Run 1, PDN straps and rails:
Scale bar: 10 um. Pins as bars on the die edge.
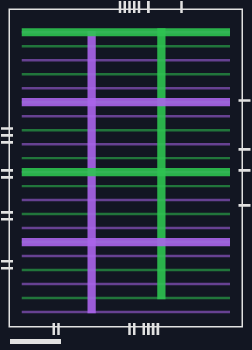
Run 1, placed cells, one colour a class:
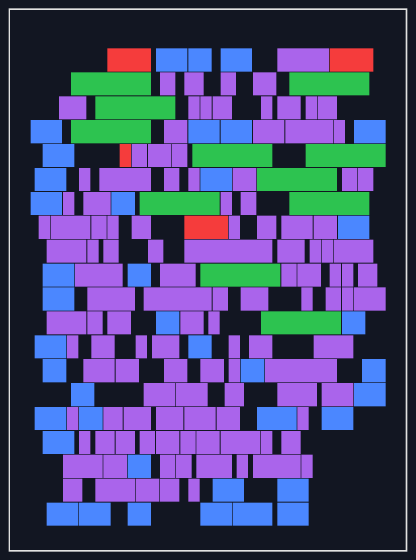
Run 1, clock network drawn from the DEF:
Scale bar: 10 um.
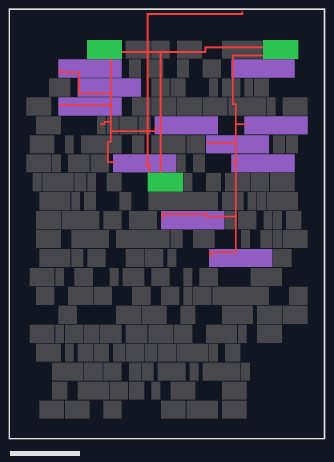
--- config.mk ---
export PLATFORM = sky130hd
export DESIGN_NAME = cmp_tracker
export DESIGN_NICKNAME = d
export VERILOG_FILES = /design/src/rtl/cmp_pkg.sv /design/src/rtl/cmp_core.sv /design/src/rtl/cmp_tracker.sv
export SDC_FILE = /design/constraint.sdc
export NUM_CORES = 1
export LEC_CHECK = 0
export CORE_ASPECT_RATIO = 1.4
export CORE_MARGIN = 2
export CORE_UTILIZATION = 50
export CTS_BUF_LIST = sky130_fd_sc_hd__clkbuf_8
export DETAILED_ROUTE_END_ITERATION = 8
export GPL_ROUTABILITY_DRIVEN = 0
export PLACE_DENSITY = 0.83
export SLEW_MARGIN = 20
export SYNTH_ARGS = -nofsm -noshare
export SYNTH_HDL_FRONTEND = slang
export SYNTH_SLANG_ARGS = --single-unit
--- constraint.sdc ---
create_clock -name clk -period 2.9 [get_ports clk]
set_input_delay 0.435 -clock clk [delete_from_list [all_inputs] [get_ports clk]]
set_output_delay 0.435 -clock clk [all_outputs]
set_load 0.05 [all_outputs]
--- src/rtl/cmp_pkg.sv ---
// Shared types for the compare tracker: result classes and tracking FSM states.
package cmp_pkg;

  typedef enum logic [1:0] {
    CMP_EQ = 2'd0,
    CMP_GT = 2'd1,
    CMP_LT = 2'd2
  } cmp_class_t;

  typedef enum logic [1:0] {
    IDLE   = 2'd0,
    TRACK  = 2'd1,
    STABLE = 2'd2
  } state_t;

endpackage

--- src/rtl/cmp_core.sv ---
// Combinational magnitude compare of two operands, signed or unsigned.
module cmp_core
  import cmp_pkg::*;
#(
  parameter int WIDTH = 8
) (
  input  logic [WIDTH-1:0] a,
  input  logic [WIDTH-1:0] b,
  input  logic             mode_signed,
  output cmp_class_t       res_class
);

  logic [WIDTH:0] w_aExt;
  logic [WIDTH:0] w_bExt;
  logic [WIDTH:0] w_diff;

  // One extra bit keeps the subtraction exact, so its MSB is the true sign.
  assign w_aExt = {mode_signed & a[WIDTH-1], a};
  assign w_bExt = {mode_signed & b[WIDTH-1], b};
  assign w_diff = w_aExt - w_bExt;

  always_comb begin
    res_class = CMP_GT;
    if (w_diff == '0) begin
      res_class = CMP_EQ;
    end else if (w_diff[WIDTH]) begin
      res_class = CMP_LT;
    end
  end

endmodule

--- src/rtl/cmp_tracker.sv ---
// Registered compare with valid/ready handshake and result-stability tracking.
// Define CMP_TRACKER_STATS_EN to add saturating per-class counters.
module cmp_tracker
  import cmp_pkg::*;
#(
  parameter int WIDTH      = 8,
  parameter int STABLE_CNT = 4,
  parameter int CNT_W      = 16
) (
  input  logic             clk,
  input  logic             rst_n,
  input  logic             clr,
  input  logic             mode_signed,
  input  logic             in_valid,
  output logic             in_ready,
  input  logic [WIDTH-1:0] a,
  input  logic [WIDTH-1:0] b,
  output logic             out_valid,
  input  logic             out_ready,
  output logic             equal,
  output logic             greater,
  output logic             lower,
  output logic             stable
`ifdef CMP_TRACKER_STATS_EN
  ,
  output logic [CNT_W-1:0] cnt_eq,
  output logic [CNT_W-1:0] cnt_gt,
  output logic [CNT_W-1:0] cnt_lt
`endif
);

  localparam int RUN_W = $clog2(STABLE_CNT + 1);
  localparam logic [RUN_W-1:0] RUN_MAX = RUN_W'(STABLE_CNT);

  cmp_class_t       w_class;
  logic             w_accept;
  logic             r_outValid;
  logic             r_equal;
  logic             r_greater;
  logic             r_lower;
  state_t           r_state;
  state_t           w_stateNext;
  logic [RUN_W-1:0] r_run;
  logic [RUN_W-1:0] w_runNext;
  cmp_class_t       r_prevClass;
  cmp_class_t       w_prevNext;

  cmp_core #(.WIDTH(WIDTH)) u_core (
    .a           (a),
    .b           (b),
    .mode_signed (mode_signed),
    .res_class   (w_class)
  );

  // Held low during reset so nothing is taken while the block is cleared.
  assign in_ready = rst_n && !clr && (!r_outValid || out_ready);
  assign w_accept = in_valid && in_ready;

  assign out_valid = r_outValid;
  assign equal     = r_equal;
  assign greater   = r_greater;
  assign lower     = r_lower;
  assign stable    = (r_state == STABLE);

  always_ff @(posedge clk or negedge rst_n) begin
    if (!rst_n) begin
      r_outValid <= 1'b0;
      r_equal    <= 1'b0;
      r_greater  <= 1'b0;
      r_lower    <= 1'b0;
    end else if (clr) begin
      r_outValid <= 1'b0;
      r_equal    <= 1'b0;
      r_greater  <= 1'b0;
      r_lower    <= 1'b0;
    end else if (w_accept) begin
      r_outValid <= 1'b1;
      r_equal    <= (w_class == CMP_EQ);
      r_greater  <= (w_class == CMP_GT);
      r_lower    <= (w_class == CMP_LT);
    end else if (out_ready) begin
      r_outValid <= 1'b0;
      r_equal    <= 1'b0;
      r_greater  <= 1'b0;
      r_lower    <= 1'b0;
    end
  end

  always_ff @(posedge clk or negedge rst_n) begin
    if (!rst_n) begin
      r_state     <= IDLE;
      r_run       <= '0;
      r_prevClass <= CMP_EQ;
    end else begin
      r_state     <= w_stateNext;
      r_run       <= w_runNext;
      r_prevClass <= w_prevNext;
    end
  end

  // A run of matching classes saturates at STABLE_CNT; any change restarts it at 1.
  always_comb begin
    w_stateNext = r_state;
    w_runNext   = r_run;
    w_prevNext  = r_prevClass;
    if (clr) begin
      w_stateNext = IDLE;
      w_runNext   = '0;
      w_prevNext  = CMP_EQ;
    end else if (w_accept) begin
      if ((r_state != IDLE) && (w_class == r_prevClass)) begin
        w_runNext = (r_run == RUN_MAX) ? r_run : r_run + 1'b1;
      end else begin
        w_runNext = RUN_W'(1);
      end
      w_prevNext  = w_class;
      w_stateNext = (w_runNext == RUN_MAX) ? STABLE : TRACK;
    end
  end

`ifdef CMP_TRACKER_STATS_EN
  logic [CNT_W-1:0] r_cntEq;
  logic [CNT_W-1:0] r_cntGt;
  logic [CNT_W-1:0] r_cntLt;

  assign cnt_eq = r_cntEq;
  assign cnt_gt = r_cntGt;
  assign cnt_lt = r_cntLt;

  always_ff @(posedge clk or negedge rst_n) begin
    if (!rst_n) begin
      r_cntEq <= '0;
      r_cntGt <= '0;
      r_cntLt <= '0;
    end else if (clr) begin
      r_cntEq <= '0;
      r_cntGt <= '0;
      r_cntLt <= '0;
    end else if (w_accept) begin
      if ((w_class == CMP_EQ) && (r_cntEq != '1)) r_cntEq <= r_cntEq + 1'b1;
      if ((w_class == CMP_GT) && (r_cntGt != '1)) r_cntGt <= r_cntGt + 1'b1;
      if ((w_class == CMP_LT) && (r_cntLt != '1)) r_cntLt <= r_cntLt + 1'b1;
    end
  end
`endif

endmodule

==> flow_summary.yaml, run 1 <==
# implementation run metrics
outcome:
  status: "complete, no violations"
global_routing:
  track_usage_pct: 20.62
  pin_count_of_the_biggest_net_entering_global_routing: 16
  globalRoute.totalOverflow: 0
  grt_first_pass_wirelength_mm: 4.271
  first_global_vias: 1133
final_timing:
  achievable-frequency_mhz: 371.8
  hold_ws_ns: 0.4636
  final_tally_of_setup_violations: 0
  hold_violations: 0
  setup_slack_ns: 0.2105
  worst-slew-pin-transition_ns: 0.4996
  setup_total_negative_slack_ns: 0
  maxSlewHeadroom_pct: 66.59
  post-route-period-util_pct: 92.74
  grt_setup_unrepaired: "no"
die:
  io_pins: 28
  die_area_um2: 2767
  die_w_um: 45.04
  floorplan.initialDensity_pct: 53.52
finish:
  area.combinational_um2: 830.8
  postLayoutCoreUtil_pct: 72.05
  layout_top_cell: "sky130_fd_sc_hd__clkdlybuf4s50_1"
  fillerInstances: 183
  antenna_cells_inserted: 0
  seqCellArea_um2: 275.3
  finalInstanceArea_um2: 1587
  finish.net_count: 205
yosys:
  xor_area_share_pct: 4.246
  yosys-mux-area-fraction_pct: 3.397
  top_logic_kind: "AND-OR/OR-AND gates"
  largest_area_cell: "sky130_fd_sc_hd__dfrtp_1"
  enable_flop_cells: 0
  netlist_top_cells_area: "sky130_fd_sc_hd__dfrtp_1 23%, sky130_fd_sc_hd__ha_1 11%, sky130_fd_sc_hd__a21oi_1 4.2%, sky130_fd_sc_hd__inv_1 3.8%, sky130_fd_sc_hd__mux2i_1 3.4%"
  netlist_top_cells_count: "12 x sky130_fd_sc_hd__inv_1, 11 x sky130_fd_sc_hd__dfrtp_1, 10 x sky130_fd_sc_hd__a21oi_1, 10 x sky130_fd_sc_hd__ha_1, 10 x sky130_fd_sc_hd__nand2_1"
  ys_warn_count: 0
  netlist.area_leader.share_pct: 23.35
  dominantRegCellSynth: "sky130_fd_sc_hd__dfrtp_1"
  number_of_cell_instances_after_yosys_synthesis: 135
  syn-mean-instance-area_um2: 8.731
  synth_nets: 168
  synth_async_sr_flop_share_pct: 100.0
  unique_masters_post_synth: 48
  synth.cell_area_um2: 1179
  yosysChipArea_um2: 1179
  synth_cells: 135
  ys.flops: 11
  seq_area_frac_synth_pct: 23.35
  synth.most_common_cell: "sky130_fd_sc_hd__inv_1"
pwr:
  total_power_mw: 0.5477
  pwr.group.sequential_mw: 0.166
  power.share.sequential_pct: 30.3
  p_leak_nw: 0.7195
  cell_internal_pwr_mw: 0.3633
  powerClk_mw: 0.155
  irDropWorstVdd_mv: 0.3087
  switching_share_pct: 33.67
  power.net_switching_mw: 0.1844
  comb_power_share_pct: 41.5
  largestPowerGroup: "combinational logic"
clock_tree:
  cts_setup_buffers: 0
  ctsRootBufferMaster: "sky130_fd_sc_hd__clkbuf_8"
  clock_sink_count: 11
  cts.path.max_buffers: 2
  cts_inserted_buffers: 3
  clkSlewWorstSetupHoldPaths_ns: 0.05
  tritoncts: "done"
drt:
  dr.first_iter.drc_count: 28
  route.final.wire_length_mm: 2.604
  firstDrtPassIters: 4
  num_vias: 1142
  drt-wirelength-per-cell_um: 13.49
run:
  log.warning_count: 27
  maxcap_violations: 0
setup_path:
  critical_path_arrival_ns: 2.82
  timing.critical_path.max_delay_family: "AND-OR/OR-AND gates"
  worstSetupStartpoint: "a[1]"
  critical_path.endpoint_type: "register"
  r2r.worst_path.cells: 7
  timing.critical_path.cells: "clkdlybuf4s50_1 -> fa_2 -> a21o_1 -> a221oi_2 -> o21ai_2 -> xor2_2 -> xor2_1 -> nor2_2 -> a32o_1"
  crit_slowest_cell: "sky130_fd_sc_hd__clkdlybuf4s50_1"
  critical_path_peak_fanout: 5
  r2r_setup_slack_ns: 1.32
  reg2reg_to: "r_state[0]"
placement:
  place_hpwl_mm: 2.133
  dp.cells: 189
  port_buffers: 27
worst_hold_path:
  hp-class: "in -> async"
Notes on 'PDN straps and rails' above:
colour	net
green	VDD
purple	VSS
met5 straps	4
met4 straps	2
signal pins	28
rows	20
met1 rails	21

Notes on 'placed cells, one colour a class' above:
colour	class	cells
green	registers	11
red	clock drivers and dummy loads	4
blue	remaining buffers and delay cells	39
purple	remaining logic cells	117
fraction of area in registers: 17.35%
number of cell rows: 20

Notes on 'clock network drawn from the DEF' above:
[purple] flip-flops | count: 11
[red] clock wires | length: 193 um
[green] clock-net drivers | count: 3
routed clock nets	4
clock share of power: 28.2%
final clock skew: 0.005199 ns
clk ins delay skew pair: 0.24 ns

## run 1: repair_timing
item | CTS | global route
resized | 0 | 7
hold buffers | 0 | 0
setup endpoints to repair | 0 | 6
## run 1: final cells by class
cell class	count	area share, %
multi-input cells	105	52.37
repair buffers	39	22.87
flip-flops and latches	11	17.35
inverters	12	2.839
clock buffers	3	2.603
well taps	22	1.735
clock inverters	1	0.2366
## run 1: registers in the layout (all words and copies together) (netlist names)
signal,flops
r_run,3
out_valid,1
r_prevClass,2
greater,1
equal,1
r_state,2
lower,1
## run 1: metal layers
metal | part of all wire (%) | track usage (%)
met1 | 38 | 20.22
met2 | 56 | 41.02
met3 | 3.5 | 4.399
met4 | 2.1 | 7.143
met5 | 0 | 0
==> inputs of run 2 (changes only) <==
--- a/config.mk
+++ b/config.mk
@@ -6,7 +6,7 @@
 export NUM_CORES = 1
 export LEC_CHECK = 0
 export CORE_ASPECT_RATIO = 1.4
-export CORE_MARGIN = 2
+export CORE_MARGIN = 8
 export CORE_UTILIZATION = 50
 export CTS_BUF_LIST = sky130_fd_sc_hd__clkbuf_8
 export DETAILED_ROUTE_END_ITERATION = 8
Run 2, the clock network:
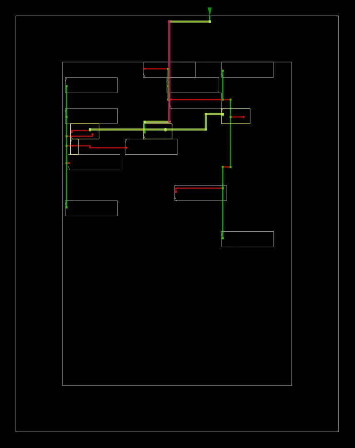
final clock skew: 0.007293 ns
total number of sequential cells: 11
clock buf count: 3
number of buffers created by CTS: 3
clock sink count: 11

Run 2, placed cells, one colour a class:
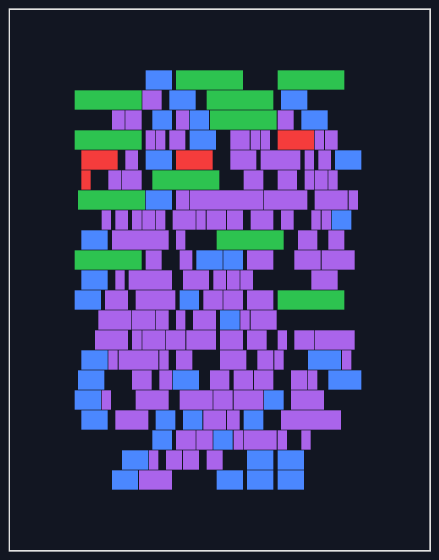
colour	class	cells
purple	remaining logic cells	117
red	clock drivers and dummy loads	4
blue	remaining buffers and delay cells	38
green	registers	11

==> flow_summary.yaml, run 2 <==
# implementation run metrics
outcome:
  status: "complete, no violations"
global_routing:
  track_usage_pct: 13.34
  groute.layer.met3.usage_pct: 2.936
  met2_usage_pct: 27.09
  pin_count_of_the_biggest_net_entering_global_routing: 16
  grt_first_pass_wirelength_mm: 4.692
  grt_use_met1_pct: 13.14
  globalRoute.totalOverflow: 0
pwr:
  powerClk_mw: 0.150
  power.share.clock_pct: 27.5
  power.net_switching_mw: 0.1810
  cell_internal_pwr_mw: 0.3629
  largestPowerGroup: "combinational logic"
  power.share.sequential_pct: 30.5
  total_power_mw: 0.5439
  switching_share_pct: 33.28
finish:
  largest_register: "r_run"
  postLayoutCoreUtil_pct: 68.72
  finalInstanceArea_um2: 1589
  antenna_cells_inserted: 0
  largest_register_ffs: 3
  finish.net_count: 204
  layout_top_cell: "sky130_fd_sc_hd__clkdlybuf4s50_1"
  reg.largest.list: "r_run (3), r_prevClass (2), r_state (2)"
final_timing:
  hold_violations: 0
  setup_slack_ns: 0.1707
  maxSlewHeadroom_pct: 64.63
  achievable-frequency_mhz: 366.4
  post-route-period-util_pct: 94.11
  final_tally_of_setup_violations: 0
  worst-slew-pin-transition_ns: 0.5290
yosys:
  yosysChipArea_um2: 1179
  synth.cell_area_um2: 1179
  synth.most_common_cell: "sky130_fd_sc_hd__inv_1"
  unique_masters_post_synth: 48
  netlist_top_cells_area: "sky130_fd_sc_hd__dfrtp_1 23%, sky130_fd_sc_hd__ha_1 11%, sky130_fd_sc_hd__a21oi_1 4.2%, sky130_fd_sc_hd__inv_1 3.8%, sky130_fd_sc_hd__mux2i_1 3.4%"
  top_logic_kind: "AND-OR/OR-AND gates"
  netlist.area_leader.share_pct: 23.35
  synth_async_sr_flop_share_pct: 100.0
  dominantRegCellSynth: "sky130_fd_sc_hd__dfrtp_1"
  ys_warn_count: 0
  netlist_top_cells_count: "12 x sky130_fd_sc_hd__inv_1, 11 x sky130_fd_sc_hd__dfrtp_1, 10 x sky130_fd_sc_hd__a21oi_1, 10 x sky130_fd_sc_hd__ha_1, 10 x sky130_fd_sc_hd__nand2_1"
  ys.flops: 11
  syn-mean-instance-area_um2: 8.731
  synth_nets: 168
clock_tree:
  clk_latency_ns: 0.24
  tritoncts: "done"
  clkSlewWorstSetupHoldPaths_ns: 0.05
  ctsRootBufferMaster: "sky130_fd_sc_hd__clkbuf_8"
drt:
  highest-signal-layer: "met4"
  drt-wirelength-per-cell_um: 14.02
  firstDrtPassIters: 4
  dr_wl_met2_mm: 1.493
  wl_met1_mm: 1.112
  dr.first_iter.drc_count: 41
setup_path:
  crit_slowest_cell: "sky130_fd_sc_hd__clkdlybuf4s50_1"
  r2r.worst_path.cells: 7
  timing.critical_path.max_delay_family: "AND-OR/OR-AND gates"
  critical_path_peak_fanout: 6
  critical_path.endpoint_type: "register"
  critical_path_arrival_ns: 2.86
worst_hold_path:
  hp-class: "in -> async"
die:
  floorplan.initialDensity_pct: 50.97
placement:
  dp.cells: 189
  port_buffers: 27
run:
  log.warning_count: 27
Run 2, PDN straps and rails:
Scale bar: 20 um. Pins as bars on the die edge.
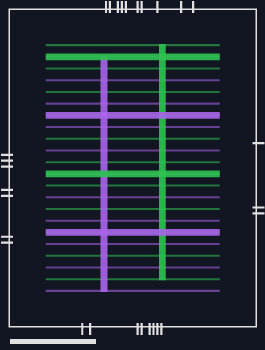
colour	net
green	VDD
purple	VSS
signal pins	28
met1 rails	22
rows	21
met4 straps	2
Worst IR Drop VDD: 0.4934 mV
die y size: 73.45 um
core region area: 2312 um2

## run 2: path summary, 6_finish.rpt
kind | slack [ns] | endpoint
max | 0.17 | r_run[1]
min | 0.44 | r_run[0]
max reg2reg | 1.33 | r_state[0]
min reg2reg | 0.55 | lower
max in group asynchronous | 2.04 | r_prevClass[1]
min in group clk | 0.55 | lower
## run 2: repair_timing
item | 4_1_cts | 5_1_grt
setup endpoints to repair | 3 | 6
pin swaps | 1 | 13
gates cloned | 0 | 0
resized | 2 | 7
## run 2: cell type report
| cell class | count | area [um2] |
|---|---|---|
| multi-input cells | 105 | 839.6 |
| fillers | 201 | 723.2 |
| repair buffers | 38 | 355.3 |
| flip-flops and latches | 11 | 275.3 |
| inverters | 12 | 45.04 |
| clock buffers | 3 | 41.29 |
| well taps | 23 | 28.78 |
| clock inverters | 1 | 3.754 |
==> inputs of run 3 (changes only) <==
--- a/config.mk
+++ b/config.mk
@@ -11,7 +11,7 @@
 export CTS_BUF_LIST = sky130_fd_sc_hd__clkbuf_8
 export DETAILED_ROUTE_END_ITERATION = 8
 export GPL_ROUTABILITY_DRIVEN = 0
-export PLACE_DENSITY = 0.83
+export PLACE_DENSITY = 0.8
 export SLEW_MARGIN = 20
 export SYNTH_ARGS = -nofsm -noshare
 export SYNTH_HDL_FRONTEND = slang
==> constraint.sdc (replaced) <==
create_clock -name clk -period 3.35 [get_ports clk]
set_input_delay 0.5025 -clock clk [delete_from_list [all_inputs] [get_ports clk]]
set_output_delay 0.5025 -clock clk [all_outputs]
set_load 0.05 [all_outputs]
Run 3, PDN straps and rails:
Scale bar: 20 um. Pins as bars on the die edge.
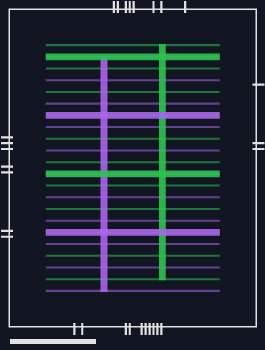
colour	net
green	VDD
purple	VSS
rows	21
met5 straps	4
signal pins	28
met1 rails	22

Run 3, placed cells, one colour a class:
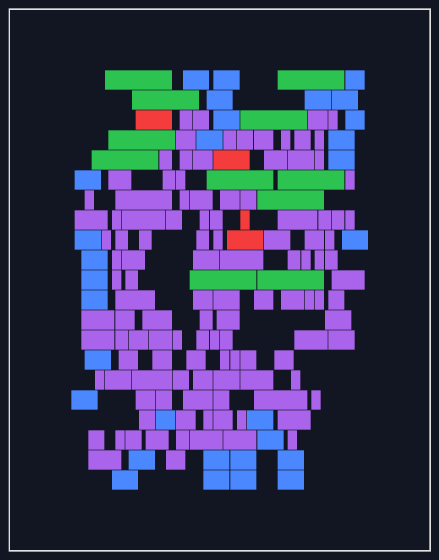
colour	class	cells
blue	remaining buffers and delay cells	30
purple	remaining logic cells	117
red	clock drivers and dummy loads	4
green	registers	11

==> flow_summary.yaml, run 3 <==
# implementation run metrics
die:
  floorplan.initialDensity_pct: 50.97
  die_w_um: 57.04
  io_pins: 28
global_routing:
  groute.layer.met3.usage_pct: 1.900
  first_global_vias: 1146
  met2_usage_pct: 23.82
  globalRoute.busiestLayer: "met2"
  grt_use_met1_pct: 13.44
setup_path:
  crit_end: "r_state[0]"
  timing.critical_path.cells: "clkdlybuf4s50_1 -> inv_1 -> ha_1 -> inv_1 -> fa_1 -> and2_1 -> nor4b_1 -> mux2i_1 -> o211ai_1 -> a31oi_4 -> xnor2_2 -> a41oi_1"
  worstSetupStartpoint: "a[0]"
  critical_path_arrival_ns: 3.10
  critical_path.endpoint_type: "register"
  r2r_setup_slack_ns: 1.82
finish:
  finish.net_count: 196
  area.combinational_um2: 807.0
  seqCellArea_um2: 275.3
  largest_register: "r_run"
  fillerInstances: 204
  antenna_cells_inserted: 0
  layout.buffer.nonclock.area_share_pct: 19.60
yosys:
  top_logic_kind: "AND-OR/OR-AND gates"
  yosys-mux-area-fraction_pct: 3.397
  xor_area_share_pct: 4.246
  largest_area_cell: "sky130_fd_sc_hd__dfrtp_1"
  dominantRegCellSynth: "sky130_fd_sc_hd__dfrtp_1"
  synth_nets: 168
  unique_masters_post_synth: 48
  synth.cell_area_um2: 1179
  enable_flop_cells: 0
  yosysChipArea_um2: 1179
  ys.flops: 11
drt:
  firstDrtPassIters: 4
  num_vias: 1079
  drt-wirelength-per-cell_um: 13.71
final_timing:
  final_tally_of_setup_violations: 0
  post-route-period-util_pct: 89.98
  clock_skew_ns: 0.0001868
  setup_total_negative_slack_ns: 0
clock_tree:
  cts_inserted_buffers: 3
  clock_sink_count: 11
  post_cts.resized_instances: 0
  cts_setup_buffers: 0
  ctsRootBufferMaster: "sky130_fd_sc_hd__clkbuf_8"
  cts.hold.buffers_added: 0
placement:
  port_buffers: 27
  place_hpwl_mm: 2.182
worst_hold_path:
  whs_endpoint: "r_prevClass[1]"
outcome:
  status: "complete, no violations"
Run 3, signal wires by layer:
Scale bar: 20 um.
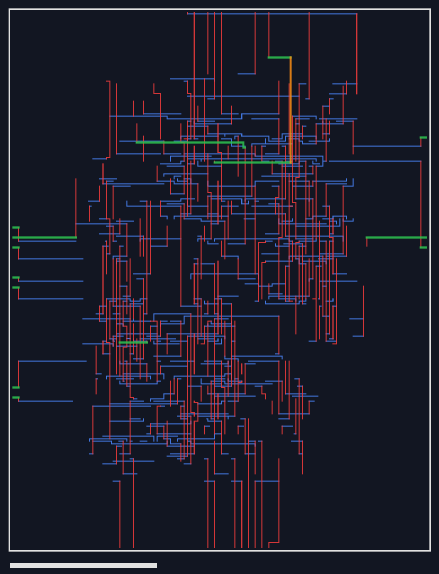
colour	layer	wire length
orange	M4	14.3 um
blue	M1	1090 um
green	M3	54.5 um
red	M2	1380 um

## run 3: cell counts after synthesis
Identical to the previous run, type by type.
## run 3: through the flow
stage               instances  power, mW  setup WS (ns)  cell area, um2
floorplan                 135     0.2697         0.7721            1179
global placement          181     0.3150         0.2045            1449
detailed placement        181     0.3221        0.05934            1449
CTS                       185     0.4506         0.3097            1494
global route              185     0.4746         0.1227            1494
finish                    185     0.4451         0.3356            1494
## run 3: power breakdown
part / internal [mW] / leakage (nW) / total [mW] / switching (mW)
Sequential: 0.139 / 0.150 / 0.143 / 0.00451
Combinational: 0.0804 / 0.479 / 0.176 / 0.0959
Clock: 0.0801 / 0.0269 / 0.126 / 0.0456
## run 3: metal layers
metal  up-vias  wire length (um)
met5         -                 0
met4         0                14
met3         2                54
met2        16              1382
met1       516              1085
li1        545                 -
Power is estimated from default activity; no workload was simulated.
